**config.mk**
```make
export PLATFORM = sky130hd
export DESIGN_NAME = slice_sequencer
export DESIGN_NICKNAME = d
export VERILOG_FILES = /design/src/rtl/slice_seq_pkg.sv /design/src/rtl/slice_sequencer_mux.sv /design/src/rtl/slice_sequencer.sv
export SDC_FILE = /design/constraint.sdc
export NUM_CORES = 1
export LEC_CHECK = 0
export CORE_MARGIN = 5
export CORE_UTILIZATION = 40
export DETAILED_ROUTE_END_ITERATION = 6
export PLACE_DENSITY = 0.77
export SYNTH_ARGS = -nofsm -noshare
export SYNTH_HDL_FRONTEND = slang
export SYNTH_HIERARCHICAL = 1
export SYNTH_SLANG_ARGS = --single-unit
```
**constraint.sdc**
```tcl
create_clock -name clk -period 3 [get_ports clk]
set_clock_uncertainty 0.05 [all_clocks]
set_input_delay 0.3 -clock clk [delete_from_list [all_inputs] [get_ports clk]]
set_output_delay 0.3 -clock clk [all_outputs]
set_load 0.01 [all_outputs]
```
**src/rtl/slice_seq_pkg.sv**
```systemverilog
// Shared types and elaboration helpers for the slice sequencer.
// State encoding, slice-count and index-width functions, side-band field position.
package slice_seq_pkg;

   typedef enum logic {
      IDLE = 1'b0,
      EMIT = 1'b1
   } state_t;

   // Side-band masked field sits at held word bits [MASK_LSB +: MASK_W]
   localparam int unsigned MASK_LSB = 4;
   localparam int unsigned MASK_W   = 2;

   function automatic int unsigned slice_count(input int unsigned data_w,
                                               input int unsigned slice_w);
      return data_w / slice_w;
   endfunction

   function automatic int unsigned clog2(input int unsigned value);
      int unsigned w;
      w = 1;
      while ((32'd1 << w) < value) begin
         w++;
      end
      return w;
   endfunction

endpackage

```
**src/rtl/slice_sequencer_mux.sv**
```systemverilog
// Combinational slice selector: picks the SLICE_W-bit slice of the held word at physical index idx.
module slice_sequencer_mux
   import slice_seq_pkg::*;
#(
   parameter int unsigned DATA_W  = 8,
   parameter int unsigned SLICE_W = 4
) (
   input  logic [DATA_W-1:0]                                      held,
   input  logic [clog2(slice_count(DATA_W, SLICE_W))-1:0]         idx,
   output logic [SLICE_W-1:0]                                     slice
);

   localparam int unsigned N     = slice_count(DATA_W, SLICE_W);
   localparam int unsigned IDX_W = clog2(N);

   always_comb begin
      slice = '0;
      for (int i = 0; i < int'(N); i++) begin
         if (idx == IDX_W'(i)) begin
            slice = held[i*SLICE_W +: SLICE_W];
         end
      end
   end

endmodule

```
**src/rtl/slice_sequencer.sv**
```systemverilog
// Serializes accepted words into slices over a valid/ready pair, with per-word side-band taps
// and a completed-word counter. Back-to-back words are chained without a bubble.
module slice_sequencer
   import slice_seq_pkg::*;
#(
   parameter int unsigned DATA_W    = 8,
   parameter int unsigned SLICE_W   = 4,
   parameter bit          MSB_FIRST = 1'b0
) (
   input  logic                                              clk,
   input  logic                                              rst,
   input  logic                                              in_valid,
   output logic                                              in_ready,
   input  logic [DATA_W-1:0]                                 in_data,
   input  logic [3:0]                                        in_addr,
   output logic                                              out_valid,
   input  logic                                              out_ready,
   output logic [SLICE_W-1:0]                                out_slice,
   output logic [clog2(slice_count(DATA_W, SLICE_W))-1:0]    out_idx,
   output logic                                              out_last,
   output logic                                              out_bit0,
   output logic [1:0]                                        out_mask,
   output logic [7:0]                                        word_cnt
);

   localparam int unsigned N     = slice_count(DATA_W, SLICE_W);
   localparam int unsigned IDX_W = clog2(N);

   state_t              state, state_d;
   logic [IDX_W-1:0]    cnt, cnt_d;
   logic [DATA_W-1:0]   held, held_d;
   logic                valid_d;
   logic                bit0_d;
   logic [1:0]          mask_d;
   logic [7:0]          word_cnt_d;
   logic [IDX_W-1:0]    idx_d;
   logic                last_d;
   logic [SLICE_W-1:0]  slice_d;
   logic [MASK_W-1:0]   field;
   logic                slice_hs;
   logic                accept;
   logic                load;
   logic                unused_addr_bits;

   assign unused_addr_bits = ^in_addr[3:2];

   // A word may enter when idle or exactly as the final slice of the current word leaves
   assign slice_hs = out_valid & out_ready;
   assign in_ready = ~rst & ((state == IDLE) | (slice_hs & out_last));
   assign accept   = in_valid & in_ready;

   // Extract the side-band field from the incoming word; absent bits read as zero
   always_comb begin
      field = '0;
      for (int i = 0; i < int'(MASK_W); i++) begin
         if (MASK_LSB + i < DATA_W) begin
            field[i] = in_data[MASK_LSB + i];
         end
      end
   end

   // Next-state and next-output logic
   always_comb begin
      state_d    = state;
      cnt_d      = cnt;
      held_d     = held;
      valid_d    = out_valid;
      bit0_d     = out_bit0;
      mask_d     = out_mask;
      word_cnt_d = word_cnt;
      load       = 1'b0;

      case (state)
         IDLE: begin
            if (accept) begin
               state_d = EMIT;
               load    = 1'b1;
            end
         end
         EMIT: begin
            if (slice_hs) begin
               if (!out_last) begin
                  cnt_d = cnt + IDX_W'(1);
               end else begin
                  word_cnt_d = word_cnt + 8'd1;
                  if (accept) begin
                     load = 1'b1;
                  end else begin
                     state_d = IDLE;
                     valid_d = 1'b0;
                  end
               end
            end
         end
         default: begin
            state_d = IDLE;
            valid_d = 1'b0;
         end
      endcase

      if (load) begin
         cnt_d   = '0;
         held_d  = in_data;
         valid_d = 1'b1;
         bit0_d  = in_data[0];
         mask_d  = field & in_addr[1:0];
      end
   end

   // Physical index and last flag follow the emit counter of the next cycle
   assign idx_d  = MSB_FIRST ? (IDX_W'(N - 1) - cnt_d) : cnt_d;
   assign last_d = (cnt_d == IDX_W'(N - 1));

   slice_sequencer_mux #(
      .DATA_W  (DATA_W),
      .SLICE_W (SLICE_W)
   ) u_mux (
      .held  (held_d),
      .idx   (idx_d),
      .slice (slice_d)
   );

   // State and registered outputs
   always_ff @(posedge clk) begin
      if (rst) begin
         state     <= IDLE;
         cnt       <= '0;
         held      <= '0;
         out_valid <= 1'b0;
         out_slice <= '0;
         out_idx   <= '0;
         out_last  <= 1'b0;
         out_bit0  <= 1'b0;
         out_mask  <= '0;
         word_cnt  <= '0;
      end else begin
         state     <= state_d;
         cnt       <= cnt_d;
         held      <= held_d;
         out_valid <= valid_d;
         out_slice <= slice_d;
         out_idx   <= idx_d;
         out_last  <= last_d;
         out_bit0  <= bit0_d;
         out_mask  <= mask_d;
         word_cnt  <= word_cnt_d;
      end
   end

endmodule

```
==> images/placed.png <==
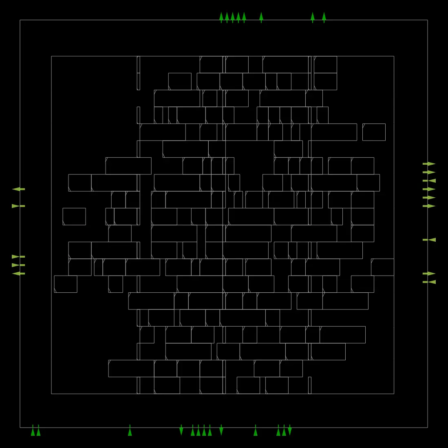
fill count: 274
row cnt: 20

==> images/port_trees.png <==
Scale: 4 px per um.
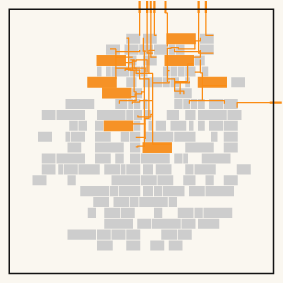
color	port	bits	direction	edge	end cells	buffers	wire
orange	word_cnt	8	output	7 north, 1 east	8	8	342 um
number of I/O port buffers: 32
I/O pin count: 35

==> images/pinout.png <==
Scale: 8 px per um. Pins as bars across the die edge, other pins in gray.
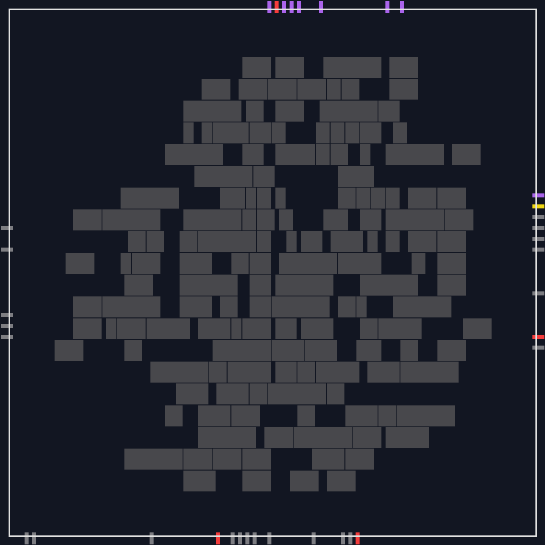
color	port	pins	direction	edge
red	out_slice	4	output	2 south, 1 north, 1 east
yellow	out_valid	1	output	east
purple	word_cnt	8	output	7 north, 1 east
all pins by edge	13 south, 9 east, 8 north, 5 west
Die X: 65.7 um
DIE HEIGHT: 65.7 um

==> images/m2.png <==
Scale: 8 px per um.
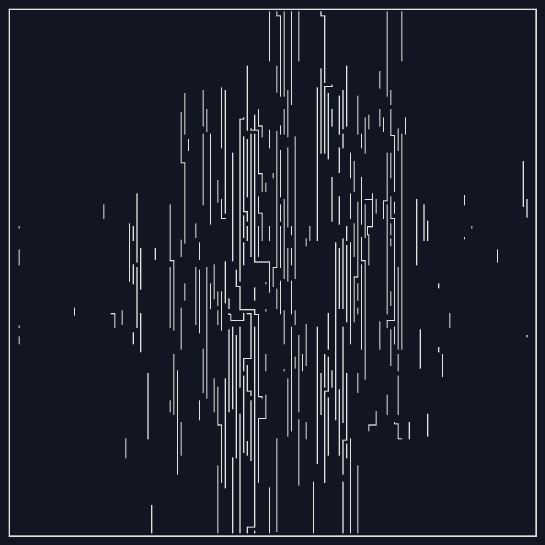
wire length on this layer	1390 um
longest straight run	26.9 um

==> out/results.ini <==
[worst_hold_path]
hp-class=reg -> reg
hold_path_startpoint=out_mask[0]
min_path_cells=2
hold_end=out_mask[0]

[final_layout]
seq_area_share_pct=32.6
fin_nets=168
num-multi-input-gates=85
seq_cells=26
diodes=0
logic_area_sq_um=664
lay_top_cells=clkdlybuf4s50_1, dfxtp_1, mux2_2
mostFrequentLayoutCell=clkdlybuf4s50_1
signal_buffers=33
postLayoutCellArea_sq_um=1600
num-clock-buffers=4
drive_above_1_share_pct=18.7
inv_count=2

[status]
outcome=complete, no violations

[floorplanning]
fp-utilization_pct=41.3
tap_cells=33
coreArea_sq_um=3000
dieArea_sq_um=4310

[route]
met3_length_um=108
postRouteAntennaNets=0
drc=0
drt_iter0_markers=39
wl_per_cell_um=14.9
vias_per_cell=5.48
dr.max_layer_used=met4
vias=1003
dr.pass1.iters=5

[final_timing]
tightest_slew_ns=0.426
clock.fmax_mhz=473
setup_viol=0
tns_ns=0
maxSlewViolCount=0
rsz0062_at_grt=no
min_period_ns=2.12

[worst_setup_path]
required_ns=2.65
critPathCapture=in_ready
rr_startpoint=out_valid
worst-path-stages=4
worst-path-max-fanout=5
critPathMaxStageDelay_ns=0.57
cp-startpoint=out_ready
critical_path_class=in -> out
path_buffers=2
rrSetupSlack_ns=1.03
crit_chain=clkdlybuf4s50_1, nand3_2, a21oi_1, clkdlybuf4s50_1

[power_and_ir_drop]
clockPowerShare_pct=27.7
p_per_area_nw_per_um2=413
comb_power_share_pct=15.8
p_sw_share_pct=23.8
seqPwrFrac_pct=56.6

[clock_tree]
cts.reportedPaths.clkPinSlew_ns=0.15
cts_made_buffers=3
clock_path_buffers=2
cts_tree=done
post_cts_buffers=0
htree_num_levels=1
insertion_delay_ns=0.33
ctsHoldBuffers=0

[global_route]
overflow=0
grt_pass1_vias=1018
busiest_layer=met2
antenna_found_initial=0
grt_pass1_wl_um=4530

[logic_synthesis]
yosys-stat-cells=119
numSynthFlops=26
synth-simple-area-share_pct=19.5
ys_warn_count=6
synth_seq_share_pct=42.0
synth.area.mux_share_pct=22.8
syn_inst=119

[place]
hpwl_um=1950

[flow_run]
cap_violations=0

[synthesized netlist by cell type]
master / number / area, sq um
ha_1: 1 / 12.5
mux2_2: 14 / 158
buf_2: 1 / 5.00
or4_1: 3 / 22.5
inv_1: 2 / 7.51
a21oi_2: 1 / 8.76
nand3b_1: 1 / 7.51
nand3_1: 3 / 15.0
clkbuf_1: 2 / 7.51
dfxtp_1: 26 / 521
nand3_2: 1 / 10.0
buf_4: 2 / 15.0
nand4_1: 2 / 12.5
nand2_1: 6 / 22.5
o31ai_1: 3 / 22.5
o21ai_0: 4 / 20.0
xor2_1: 1 / 8.76
nor2_1: 3 / 11.3
nor2b_1: 11 / 68.8
a21boi_0: 1 / 7.51
mux2i_1: 5 / 50.1
or3_1: 3 / 18.8
nand2b_1: 5 / 31.3
mux2_4: 5 / 75.1
nand4_2: 1 / 12.5
a21oi_1: 9 / 45.0
a21o_4: 1 / 15.0
nand4b_1: 1 / 8.76
buf_12: 1 / 20.0
[per-stage QoR]
step | cells | hold WS, ns | worst slack [ns] | utilization, %
2_1_floorplan | 119 | 0.367 | 1.17 | -
3_3_place_gp | 179 | 0.410 | 0.637 | 52.0
3_5_place_dp | 179 | 0.428 | 0.611 | 52.0
4_1_cts | 183 | 0.448 | 0.871 | 53.2
5_1_grt | 183 | 0.470 | 0.776 | 53.2
6_report | 183 | 0.442 | 0.884 | 53.2
[power by group through the flow]
stage                     Combinational (mW)  Sequential, mW  Clock (mW)
after floorplan                       0.0590           0.380           0
after global placement                 0.101           0.379           0
after detailed placement               0.104           0.380           0
after CTS                              0.105           0.373       0.184
after global routing                   0.112           0.376       0.202
final                                  0.104           0.373       0.182
[flip-flops by register name (all words and copies together) (netlist names)]
register,flops
out_bit0,1
word_cnt,8
state,1
held,8
out_mask,2
out_valid,1
out_slice,4
cnt,1
